Figure 1. I/O pins on the die edge (run 1).
Drawn at 3 px/um. Pins as bars across the die edge, other pins in gray.
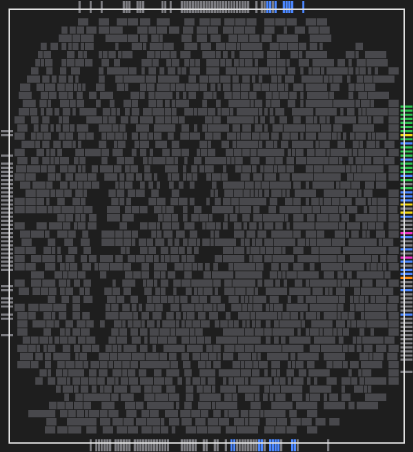
Figure 2. Routed metal per tile (run 1).
Drawn at 2 px/um. 26 x 29 tiles, from dark blue (low) to red (high), scaled to the fullest tile. Values are wire area over tile area, all layers added.
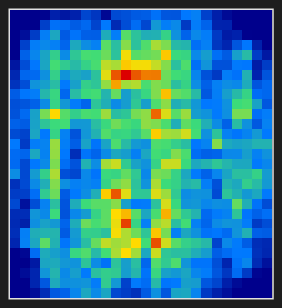
Figure 3. Congestion heat map (run 1).
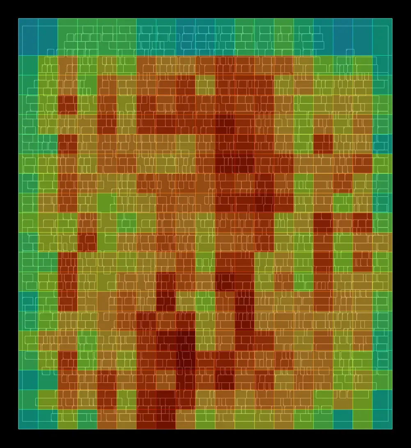
Figure 4. Met2 routing (run 1).
Drawn at 3 px/um. Cells faint in the background.
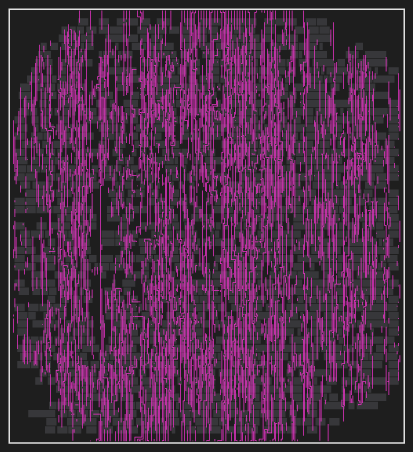
==> config.mk <==
export PLATFORM = sky130hd
export DESIGN_NAME = branch_resolve
export DESIGN_NICKNAME = d
export VERILOG_FILES = /design/src/rtl/branch_resolve_pkg.sv /design/src/rtl/br_cond_eval.sv /design/src/rtl/branch_resolve.sv
export SDC_FILE = /design/constraint.sdc
export NUM_CORES = 1
export LEC_CHECK = 0
export CORE_ASPECT_RATIO = 1.1
export CORE_UTILIZATION = 46
export CTS_CLUSTER_SIZE = 28
export DETAILED_ROUTE_END_ITERATION = 8
export PLACE_DENSITY = 0.78
export SLEW_MARGIN = 20
export SYNTH_ARGS = -nofsm -noshare
export SYNTH_HDL_FRONTEND = slang
export SYNTH_HIERARCHICAL = 1
export SYNTH_SLANG_ARGS = --single-unit
==> constraint.sdc <==
create_clock -name clk -period 2.9 [get_ports clk]
set_input_delay 0.435 -clock clk [delete_from_list [all_inputs] [get_ports clk]]
set_output_delay 0.435 -clock clk [all_outputs]
set_load 0.01 [all_outputs]
==> impl_metrics.csv <==
group,metric,value,unit
logic_synthesis,ys_async_sr_fraction,0,%
logic_synthesis,ff_type,"dfxtp_1",
timing,hold_violations,0,
logic_synthesis,synth_area_leader_cell,"dfxtp_1",
finish,diodes,0,
clocking,clk_latency,0.35,ns
logic_synthesis,edf_count,0,
critical_path,cp-start-kind,"primary input",
logic_synthesis,synth_area,8439,um2
min_path,whs_path_depth,2,
global_route,grt_max_degree,73,
logic_synthesis,synth.most_common_cell,"nor2_1",
timing,fin_hold_ws,0.4555,ns
clocking,numCtsBuffers,9,
routing,final_antenna_net_count,0,
routing,drc,0,
run_status,outcome,"finished, final reports clean",
logic_synthesis,synth_area_per_cell,7.686,um2
floorplan,fp_util,47.40,%
finish,drive_above_1_share,22.45,%
floorplan,core_area,17800,um2
timing,max_freq,0.3539,GHz
logic_synthesis,yosys_cells,1098,
timing,slew_headroom,51.66,%
critical_path,worstSetupEndpointType,"flop",
clocking,path_clk_slew,0.08,ns
global_route,antenna_found_initial,0,
floorplan,io_pins,210,
logic_synthesis,netlist.area_leader.share,23.96,%
clocking,cts.path.max_buffers,2,
placement,hpwl,25340,um
timing,setup_viol,0,
critical_path,critPathMaxFanout,5,
logic_synthesis,ys_seq_elements,101,
logic_synthesis,synthesis.nets,1276,
power,power,4.851,mW
timing,finalCritPeriodShare,97.43,%
routing,initialDrtViolationCount,855,
timing,tightest_slew,0.7251,ns
routing,viasPerCell,5.744,
logic_synthesis,syn_inst,1098,
global_route,overflow,0,
finish,nFillCells,1350,
power,ir_drop,0.0002332,V
clocking,htree_levels,3,
global_route,grt_pass1_vias,9488,
critical_path,cpMaxStageDelayCell,"clkdlybuf4s50_1",
finish,syn2layout_area_growth,57.32,%
timing,finClkSkew,0.007530,ns
timing,post-route-min-period,2.825,ns
critical_path,crit_path_max_incr_delay,0.48,ns
critical_path,cp.required,3.16,ns
critical_path,rrSetupSlack,0.42,ns
logic_synthesis,yosysWarnings,6,
placement,gp_congestion,0.9836,
clocking,clock_sinks,101,
power,power_leakage,5.521,nW
logic_synthesis,synth.area.top_cells,"dfxtp_1, ha_1, nor2_1",
critical_path,worstPathCellList,"clkdlybuf4s50_1 > inv_1 > fa_1 > nor2b_2 > o31ai_2 > a21o_1 > buf_4 > o21bai_1 > a21oi_1 > xnor2_1 > mux2i_1 > o221ai_1",
floorplan,rows,51,
logic_synthesis,postSynthSeqShare,23.96,%
power,powerDensity,365.4,nW/um2
critical_path,worstRegToRegCells,11,
min_path,hp-class,"reg -> reg",
flow_run,cap_violations,0,
logic_synthesis,ys_types,72,
clocking,cts_tree,"done",
critical_path,crit_type,"in -> reg",
floorplan,fp.dieArea,18890,um2
routing,drt-pass1-iter-count,5,
global_route,grt_pass1_wl,48820,um
clocking,cts-root-buf,"clkbuf_16",
timing,maxSlewViolCount,0,
timing,fin_tns_setup,0,ns
logic_synthesis,common_cells,"nor2_1, nand2_1, dfxtp_1, a21oi_1, ha_1",
finish,nets,1719,
flow_run,warnings,27,
logic_synthesis,ys_area,8439,um2
critical_path,crit_arrival,3.09,ns
Notes on Figure 1 above:
| color | port | pins | direction | edge |
|---|---|---|---|---|
| blue | link_addr | 32 | output | 14 east, 10 south, 8 north |
| magenta | br_kind | 2 | input | east |
| yellow | alu_status | 3 | input | east |
| green | cnt_mispredict | 16 | output | east |
| orange | br_valid | 1 | input | east |
Die W: 131.1 um
I/O Buffers: 209
die height: 144.1 um

Notes on Figure 2 above:
mean over tiles: 0.27
fullest tile: 0.81
nearly empty tiles: 5.4%
tiles over half the peak: 20%
WL per Instance: 17.70 um
Routed WL: 31570 um
via count: 10250
GRT Resource Usage Total: 32.34%

Notes on Figure 3 above:
met2 usage: 53.78%
global-route met3 utilization: 3.750%
post-layout util: 74.57%
GRT busiest layer: met2
GR Layer Usage met1: 43.32%

Notes on Figure 4 above:
nets with wire on the layer: 1504
main direction: vertical

## run 1: logic make-up after synthesis
kind of cell    count (synthesis)  share of synthesized area [%]
buf+inv                        67                          3.024
fa+ha+maj                      69                          10.41
simple gates                  429                          25.09
mux                            22                          2.639
xor+xnor                       87                          9.029
flops                         101                          23.96
compound gates                323                          25.86
## run 1: layer usage
metal  vias to the layer above  wire length (um)
met5                         -                 0
met4                         0               961
met3                        70              2353
met2                       445             14730
met1                      4764             13520
li1                       4968                 -
## run 1: layout by cell type (no fill, tap or decap), drive strengths merged, types with 14 or more instances in the layout
cell and instances:
nand2 102, ha 67, o211ai 18, nand4 20
nor2 125, buf 266, and3 17, and4 16
nor3 27, or3 18, a21oi 74, o21ai 58
dfxtp 101, xnor2 34, a211oi 38, clkdlybuf4s50 203
o21a 14, inv 28, nand3 47, mux2i 20
a21o 27, xor2 53
## run 1: worst max-delay path: cells and delay by family
family / cells / cell delay, ns
XOR/XNOR: 1 / 0.29
AND/OR/NAND/NOR: 1 / 0.17
multiplexers: 1 / 0.17
buffers and inverters: 3 / 0.72
AND-OR/OR-AND: 5 / 0.83
adder cells (fa/ha/maj): 1 / 0.46
## run 1: stage by stage
stage / setup WS [ns] / instance area, um2 / instances / utilization, %
2_1_floorplan: 0.1327 / 8439 / 1098 / -
3_3_place_gp: -0.3924 / 12620 / 1758 / 70.90
3_5_place_dp: -0.5017 / 12620 / 1758 / 70.90
4_1_cts: 0.001596 / 13000 / 1778 / 73.03
5_1_grt: -0.06033 / 13280 / 1784 / 74.57
6_report: 0.07456 / 13280 / 1784 / 74.57
## run 1: final cells by class
type	instances	area [um2]	area share, %
Clock buffer	10	239.0	1.800
Clock inverter	6	52.55	0.3958
Inverter	24	90.09	0.6785
Multi-Input combinational cell	930	6466	48.70
Sequential cell	101	2022	15.23
Tap cell	238	297.8	2.243
Timing Repair Buffer	475	4109	30.95
## run 1: power breakdown
group	switching (mW)	leakage, nW	internal (mW)	total [mW]
logic	1.06	4.56	1.08	2.14
clock network	0.571	0.143	0.623	1.19
registers	0.0544	0.822	1.46	1.52
total	1.69	5.52	3.17	4.85
## run 1: timing repair
item,CTS,global route
hold buffers,0,0
buffers inserted,4,6
endpoints found under the setup margin,23,36
resized,17,42
hold endpoints to repair,0,0
pin swaps,2,13
No activity file was given, so power comes from the tool's default toggle rates.
